Figure 1. Congestion heat map.
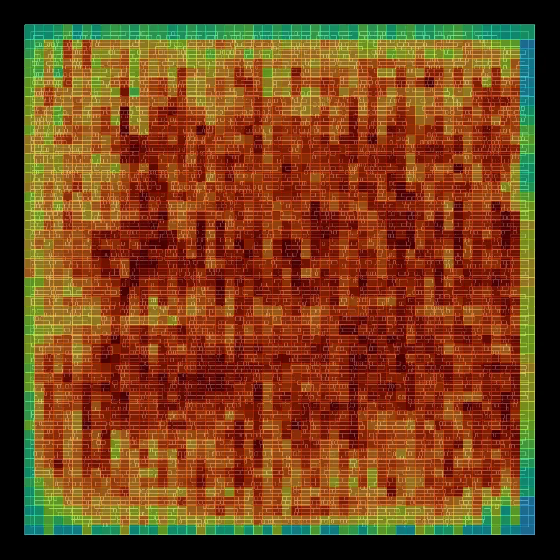
Figure 2. Metal layers overlaid.
Only two layers are drawn.
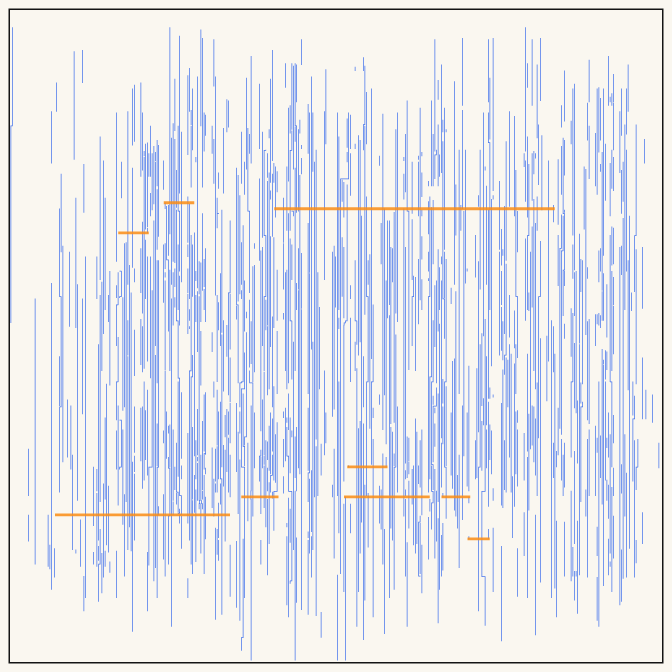
Figure 3. Met3 routing.
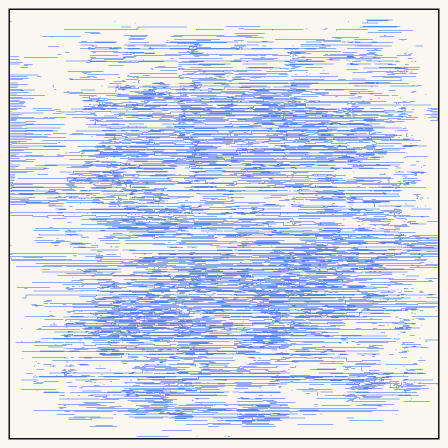
<file path="src/rtl/alu_pkg.sv">
// Shared constants, function codes and stage-tag type for the execute-stage
// operand/write-back wrapper around the registered ALU.
package alu_pkg;

    localparam int NREG = 32;
    localparam int DW   = 32;
    localparam int AW   = 5;

    typedef enum logic [5:0] {
        FUNC_ADD = 6'd0,
        FUNC_SUB = 6'd1,
        FUNC_DIV = 6'd2,
        FUNC_MUL = 6'd3,
        FUNC_SRL = 6'd4,
        FUNC_SLL = 6'd5
    } alu_func_e;

    localparam logic [5:0] FUNC_MAX = 6'd5;

    // Tag that travels alongside an op through the ISS and EX stages.
    typedef struct packed {
        logic          valid;
        logic          legal;
        logic [AW-1:0] rd;
    } stage_tag_t;

    function automatic logic func_legal(input logic [5:0] func);
        return func <= FUNC_MAX;
    endfunction

endpackage

</file>
<file path="src/rtl/alu_operand_wb_if.sv">
// Decoded-op handshake plus the operand/result bus between the wrapper and
// the registered ALU.
interface alu_operand_wb_if;
    import alu_pkg::*;

    // An op transfers on a rising edge where in_valid and in_ready are both 1;
    // in_ready never depends on in_valid, and the op fields must stay stable
    // while in_valid is held waiting for in_ready.
    logic          in_valid;
    logic          in_ready;
    logic [AW-1:0] in_rs;
    logic [AW-1:0] in_rt;
    logic [AW-1:0] in_rd;
    logic [5:0]    in_func;
    logic [4:0]    in_shamt;

    logic [5:0]    alu_func;
    logic [4:0]    alu_shamt;
    logic [DW-1:0] alu_a;
    logic [DW-1:0] alu_b;
    logic [DW-1:0] alu_result;

    modport master (
        output in_valid, in_rs, in_rt, in_rd, in_func, in_shamt,
        input  in_ready,
        input  alu_func, alu_shamt, alu_a, alu_b,
        output alu_result
    );

    modport slave (
        input  in_valid, in_rs, in_rt, in_rd, in_func, in_shamt,
        output in_ready,
        output alu_func, alu_shamt, alu_a, alu_b,
        input  alu_result
    );

endinterface

</file>
<file path="src/rtl/alu_operand_wb_regfile_2r1w.sv">
// General register file: two combinational operand reads, one debug read,
// one synchronous write; r0 always reads as zero.
module regfile_2r1w
    import alu_pkg::*;
(
    input  logic          clk,
    input  logic          rst,
    input  logic [AW-1:0] i_ra_addr,
    output logic [DW-1:0] o_ra_data,
    input  logic [AW-1:0] i_rb_addr,
    output logic [DW-1:0] o_rb_data,
    input  logic [AW-1:0] i_dbg_addr,
    output logic [DW-1:0] o_dbg_data,
    input  logic          i_we,
    input  logic [AW-1:0] i_waddr,
    input  logic [DW-1:0] i_wdata
);

    logic [DW-1:0] r_mem [NREG];

    always_ff @(posedge clk) begin
        if (rst) begin
            for (int i = 0; i < NREG; i++) begin
                r_mem[i] <= '0;
            end
        end else if (i_we && (i_waddr != '0)) begin
            r_mem[i_waddr] <= i_wdata;
        end
    end

    assign o_ra_data  = (i_ra_addr  == '0) ? '0 : r_mem[i_ra_addr];
    assign o_rb_data  = (i_rb_addr  == '0) ? '0 : r_mem[i_rb_addr];
    assign o_dbg_data = (i_dbg_addr == '0) ? '0 : r_mem[i_dbg_addr];

endmodule

</file>
<file path="src/rtl/alu_operand_wb.sv">
// Execute-stage wrapper: reads operands (with EX forwarding), feeds the
// registered ALU, tracks destinations through its latency and writes back.
module alu_operand_wb
    import alu_pkg::*;
(
    input  logic                 clk,
    input  logic                 rst,
    alu_operand_wb_if.slave      bus,
    output logic                 wb_valid,
    output logic [AW-1:0]        wb_rd,
    output logic                 err_illegal,
    output logic [31:0]          retired_count,
    input  logic [AW-1:0]        dbg_addr,
    output logic [DW-1:0]        dbg_data
);

    stage_tag_t    r_iss;
    stage_tag_t    r_ex;
    logic [5:0]    r_alu_func;
    logic [4:0]    r_alu_shamt;
    logic [DW-1:0] r_alu_a;
    logic [DW-1:0] r_alu_b;
    logic          r_wb_valid;
    logic [AW-1:0] r_wb_rd;
    logic          r_err_illegal;
    logic [31:0]   r_retired_count;

    logic          w_stall;
    logic          w_accept;
    logic          w_ex_write;
    logic [DW-1:0] w_rf_a;
    logic [DW-1:0] w_rf_b;
    logic [DW-1:0] w_op_a;
    logic [DW-1:0] w_op_b;

    regfile_2r1w u_regfile (
        .clk        (clk),
        .rst        (rst),
        .i_ra_addr  (bus.in_rs),
        .o_ra_data  (w_rf_a),
        .i_rb_addr  (bus.in_rt),
        .o_rb_data  (w_rf_b),
        .i_dbg_addr (dbg_addr),
        .o_dbg_data (dbg_data),
        .i_we       (w_ex_write),
        .i_waddr    (r_ex.rd),
        .i_wdata    (bus.alu_result)
    );

    // The ISS result is not on alu_result until next cycle, so a dependent
    // op must wait one cycle and then picks it up through the EX forward.
    assign w_stall = r_iss.valid && r_iss.legal && (r_iss.rd != '0) &&
                     ((bus.in_rs == r_iss.rd) || (bus.in_rt == r_iss.rd));

    assign bus.in_ready = !rst && !w_stall;
    assign w_accept     = bus.in_valid && bus.in_ready;
    assign w_ex_write   = r_ex.valid && r_ex.legal && (r_ex.rd != '0);

    always_comb begin
        w_op_a = w_rf_a;
        w_op_b = w_rf_b;
        if (bus.in_rs == '0) begin
            w_op_a = '0;
        end else if (w_ex_write && (r_ex.rd == bus.in_rs)) begin
            w_op_a = bus.alu_result;
        end
        if (bus.in_rt == '0) begin
            w_op_b = '0;
        end else if (w_ex_write && (r_ex.rd == bus.in_rt)) begin
            w_op_b = bus.alu_result;
        end
    end

    always_ff @(posedge clk) begin
        if (rst) begin
            r_iss           <= '0;
            r_ex            <= '0;
            r_alu_func      <= '0;
            r_alu_shamt     <= '0;
            r_alu_a         <= '0;
            r_alu_b         <= '0;
            r_wb_valid      <= 1'b0;
            r_wb_rd         <= '0;
            r_err_illegal   <= 1'b0;
            r_retired_count <= '0;
        end else begin
            r_ex        <= r_iss;
            r_iss.valid <= w_accept;
            // ALU inputs only move on accept so bubbles leave them untouched.
            if (w_accept) begin
                r_iss.legal <= func_legal(bus.in_func);
                r_iss.rd    <= bus.in_rd;
                r_alu_func  <= bus.in_func;
                r_alu_shamt <= bus.in_shamt;
                r_alu_a     <= w_op_a;
                r_alu_b     <= w_op_b;
            end
            r_wb_valid <= w_ex_write;
            if (w_ex_write) begin
                r_wb_rd <= r_ex.rd;
            end
            r_err_illegal <= r_ex.valid && !r_ex.legal;
            if (r_ex.valid) begin
                r_retired_count <= r_retired_count + 32'd1;
            end
        end
    end

    assign bus.alu_func   = r_alu_func;
    assign bus.alu_shamt  = r_alu_shamt;
    assign bus.alu_a      = r_alu_a;
    assign bus.alu_b      = r_alu_b;
    assign wb_valid       = r_wb_valid;
    assign wb_rd          = r_wb_rd;
    assign err_illegal    = r_err_illegal;
    assign retired_count  = r_retired_count;

endmodule

</file>
<file path="src/flat_wrapper.sv">
// flat-port wrapper written by rule: the top's interface ports become plain ports
module alu_operand_wb_flat import alu_pkg::*;
  (clk, rst, wb_valid, wb_rd, err_illegal, retired_count, dbg_addr, dbg_data, bus_in_valid, bus_in_rs, bus_in_rt, bus_in_rd, bus_in_func, bus_in_shamt, bus_in_ready, bus_alu_func, bus_alu_shamt, bus_alu_a, bus_alu_b, bus_alu_result);
  alu_operand_wb_if bus_i ();
  input  logic clk;
  input  logic rst;
  output logic wb_valid;
  output logic [AW-1:0] wb_rd;
  output logic err_illegal;
  output logic [31:0] retired_count;
  input  logic [AW-1:0] dbg_addr;
  output logic [DW-1:0] dbg_data;
  input wire logic [$bits(bus_i.in_valid)-1:0] bus_in_valid;
  input wire logic [$bits(bus_i.in_rs)-1:0] bus_in_rs;
  input wire logic [$bits(bus_i.in_rt)-1:0] bus_in_rt;
  input wire logic [$bits(bus_i.in_rd)-1:0] bus_in_rd;
  input wire logic [$bits(bus_i.in_func)-1:0] bus_in_func;
  input wire logic [$bits(bus_i.in_shamt)-1:0] bus_in_shamt;
  output wire logic [$bits(bus_i.in_ready)-1:0] bus_in_ready;
  output wire logic [$bits(bus_i.alu_func)-1:0] bus_alu_func;
  output wire logic [$bits(bus_i.alu_shamt)-1:0] bus_alu_shamt;
  output wire logic [$bits(bus_i.alu_a)-1:0] bus_alu_a;
  output wire logic [$bits(bus_i.alu_b)-1:0] bus_alu_b;
  input wire logic [$bits(bus_i.alu_result)-1:0] bus_alu_result;
  assign bus_i.in_valid = bus_in_valid;
  assign bus_i.in_rs = bus_in_rs;
  assign bus_i.in_rt = bus_in_rt;
  assign bus_i.in_rd = bus_in_rd;
  assign bus_i.in_func = bus_in_func;
  assign bus_i.in_shamt = bus_in_shamt;
  assign bus_in_ready = bus_i.in_ready;
  assign bus_alu_func = bus_i.alu_func;
  assign bus_alu_shamt = bus_i.alu_shamt;
  assign bus_alu_a = bus_i.alu_a;
  assign bus_alu_b = bus_i.alu_b;
  assign bus_i.alu_result = bus_alu_result;
  alu_operand_wb u_core (.clk(clk), .rst(rst), .bus(bus_i), .wb_valid(wb_valid), .wb_rd(wb_rd), .err_illegal(err_illegal), .retired_count(retired_count), .dbg_addr(dbg_addr), .dbg_data(dbg_data));
endmodule
</file>
<file path="config.mk">
export PLATFORM = sky130hd
export DESIGN_NAME = alu_operand_wb_flat
export DESIGN_NICKNAME = d
export VERILOG_FILES = /design/src/rtl/alu_pkg.sv /design/src/rtl/alu_operand_wb_if.sv /design/src/rtl/alu_operand_wb_regfile_2r1w.sv /design/src/rtl/alu_operand_wb.sv /design/src/flat_wrapper.sv
export SDC_FILE = /design/constraint.sdc
export NUM_CORES = 2
export LEC_CHECK = 0
export CAP_MARGIN = 15
export CORE_MARGIN = 4
export CORE_UTILIZATION = 53
export DETAILED_ROUTE_END_ITERATION = 16
export DONT_BUFFER_PORTS = 1
export GPL_TIMING_DRIVEN = 0
export PLACE_DENSITY_LB_ADDON = 0.1
export SLEW_MARGIN = 20
export SYNTH_ARGS = -nofsm -noshare
export SYNTH_HDL_FRONTEND = slang
export SYNTH_HIERARCHICAL = 1
export SYNTH_SLANG_ARGS = --single-unit
</file>
<file path="constraint.sdc">
create_clock -name clk -period 3.95 [get_ports clk]
set_clock_uncertainty 0.2 [all_clocks]
set_input_delay 0.395 -clock clk [delete_from_list [all_inputs] [get_ports clk]]
set_output_delay 0.395 -clock clk [all_outputs]
set_load 0.01 [all_outputs]
</file>
==> impl_metrics.csv <==
group,metric,value,unit
clock_tree,cts_tree,"done",
grt,grt_max_degree,33,
clock_tree,htree_levels,4,
cells_and_area,n_all_buffers,664,
place,dpl_cell_area,0.0721,mm^2
sta,finalCritPeriodShare,1.09,
pwr,leakage,27.9,nW
clock_tree,cts_buffers,136,
sta,hold_ws,0.0273,ns
clock_tree,clkSinkCount,1152,
floorplan,die_y,369,um
drt,drc,0,
critical_path,worstPathArrival,4.85,ns
cells_and_area,clkbuf_count,179,
grt,use_met2,0.698,
cells_and_area,seqCellArea,0.0333,mm^2
cells_and_area,finalNetCount,5335,
critical_path,worstPathMaxFanout,10,
sta,worst_pin_slew,1.64,ns
sta,finalHoldViolations,0,
sta,setup_violations,181,
outcome,violations,"max-capacitance violations, max-slew violations, negative setup slack",
logic_synthesis,synth_cell_types,70,
floorplan,fp_util,0.534,
sta,rsz0062_at_grt,"yes",
worst_hold_path,hold_path.startpoint,"bus_alu_result[4]",
clock_tree,path_clk_slew,0.06,ns
drt,dr_wl_met3,66000,um
critical_path,criticalPathCategory,"in2reg",
pwr,ir_drop,438,uV
clock_tree,cts_resized,118,
sta,fin_crit,4.32,ns
clock_tree,cts_setup_buffers,6,
critical_path,critPathLaunch,"bus_in_rs[2]",
grt,antenna_found_initial,55,
place,dp_hpwl,242000,um
logic_synthesis,top_area_cell,"edfxtp_1",
logic_synthesis,synthArstFlopShare,0,
logic_synthesis,ys_top_cells_by_count,"1024 x edfxtp_1, 1015 x and2_1, 659 x mux4_2",
drt,drt-met1-wl,117000,um
clock_tree,cts_buffer_depth,3,
drt,drtPass1Iterations,7,
floorplan,die_x,369,um
logic_synthesis,netlist_instances,4965,
run,drv_cap,1,
worst_hold_path,hp-class,"in2reg",
cells_and_area,inverters,5,
cells_and_area,final_area,0.0781,mm^2
clock_tree,insertion_delay,0.79,ns
logic_synthesis,ff_type,"edfxtp_1",
floorplan,rows,132,
cells_and_area,logic_gate_count,3309,
cells_and_area,buf_share,0.0538,
sta,timing.final.ws_setup,-0.373,ns
critical_path,end_kind,"flip-flop",
cells_and_area,comb_share,0.437,
cells_and_area,layoutNonFillerInstCount,7185,
pwr,p_total,31.5,mW
clock_tree,cts_hold_buf,55,
cells_and_area,final-clk-cell-share,0.0525,
place,placedCellCount,6758,
logic_synthesis,most_common_cell,"edfxtp_1",
outcome,outcome,"finished, violations left",
cells_and_area,nFillCells,10200,
run,tool_warnings,29,
sta,maxSlewViolCount,20,
floorplan,core_area,0.130,mm^2
logic_synthesis,yosys_area,0.0692,mm^2
grt,grt_pass1_wl,476000,um
logic_synthesis,ys_cells,4965,
place,place.gp.congestion,1.07,
logic_synthesis,syn_avg_cell_area,13.9,um^2
cells_and_area,seq_share,0.426,
critical_path,required,4.48,ns
logic_synthesis,numSynthFlops,1152,
critical_path,crit_path_end,"u_core/bus.alu_a[30]",
About Figure 1:
WL/cell: 51.0 um
Finished Core Util: 0.603
Most Crowded Layer GR: met2

About Figure 2:
[blue] met4 | wire length: 39.3 mm
[orange] met5 | wire length: 400 um
Total GRT Usage: 0.529
final wirelength: 367000 um
DR vias: 57.2k

About Figure 3:
share of all routed wire: 18%
main direction: horizontal
routing usage on met3: 0.286

==> worst max-delay path, stage by stage <==
cell,delay (ns)
buf_2,0.32
buf_2,0.64
buf_2,0.50
buf_2,0.72
mux2i_1,0.18
a22oi_1,0.23
a21oi_1,0.11
nor4_2,0.76
o31ai_1,0.25
a21oi_1,0.47
mux2_2,0.24
==> logic make-up (layout without fill, tap and decap cells) <==
group,after synthesis,in the layout,synth area share
mux,1117,1117,0.283
flops,1152,1152,0.482
buf+inv,558,905,0.0369
simple gates,1533,1556,0.134
compound gates,556,556,0.0581
other cells,1,109,0.0000542
fa+ha+maj,1,1,0.000181
xor+xnor,47,47,0.00595
==> cells in the final DEF, fill, tap and decap left out, types with 46 or more instances in the layout <==
cell,instances
edfxtp_1,1024
a21oi_1,101
mux2i_1,321
a22oi_1,88
clkbuf_1,269
o31ai_1,46
nor3_1,60
dlygate4sd3_1,55
nor2b_1,104
a22o_1,53
mux2_2,123
buf_2,111
buf_4,54
dfxtp_1,123
nand2b_1,49
clkbuf_16,140
or2_4,49
mux4_2,659
o22ai_1,94
diode_2,77
nand4_1,58
and2_1,1014
clkbuf_2,122
a211oi_1,46
==> stage by stage <==
| step | utilization | setup slack [ns] | setup TNS [ns] |
|---|---|---|---|
| after CTS | 0.595 | -0.131 | -10.26 |
| after detailed placement | 0.556 | -1.21 | -574.12 |
| after floorplan | - | 1.06 | 0 |
| after global placement | 0.551 | -1.98 | -941.08 |
| after global routing | 0.602 | -0.0106 | -0.0528 |
| final | 0.603 | -0.373 | -13.02 |
==> power by group <==
group / total [mW] / switching (mW) / internal (mW)
clock: 12.1 / 5.23 / 6.84
sequential: 14.1 / 0.442 / 13.7
combinational: 5.30 / 3.46 / 1.84
Power figures rest on the tool's default switching activity, not on a simulated workload.
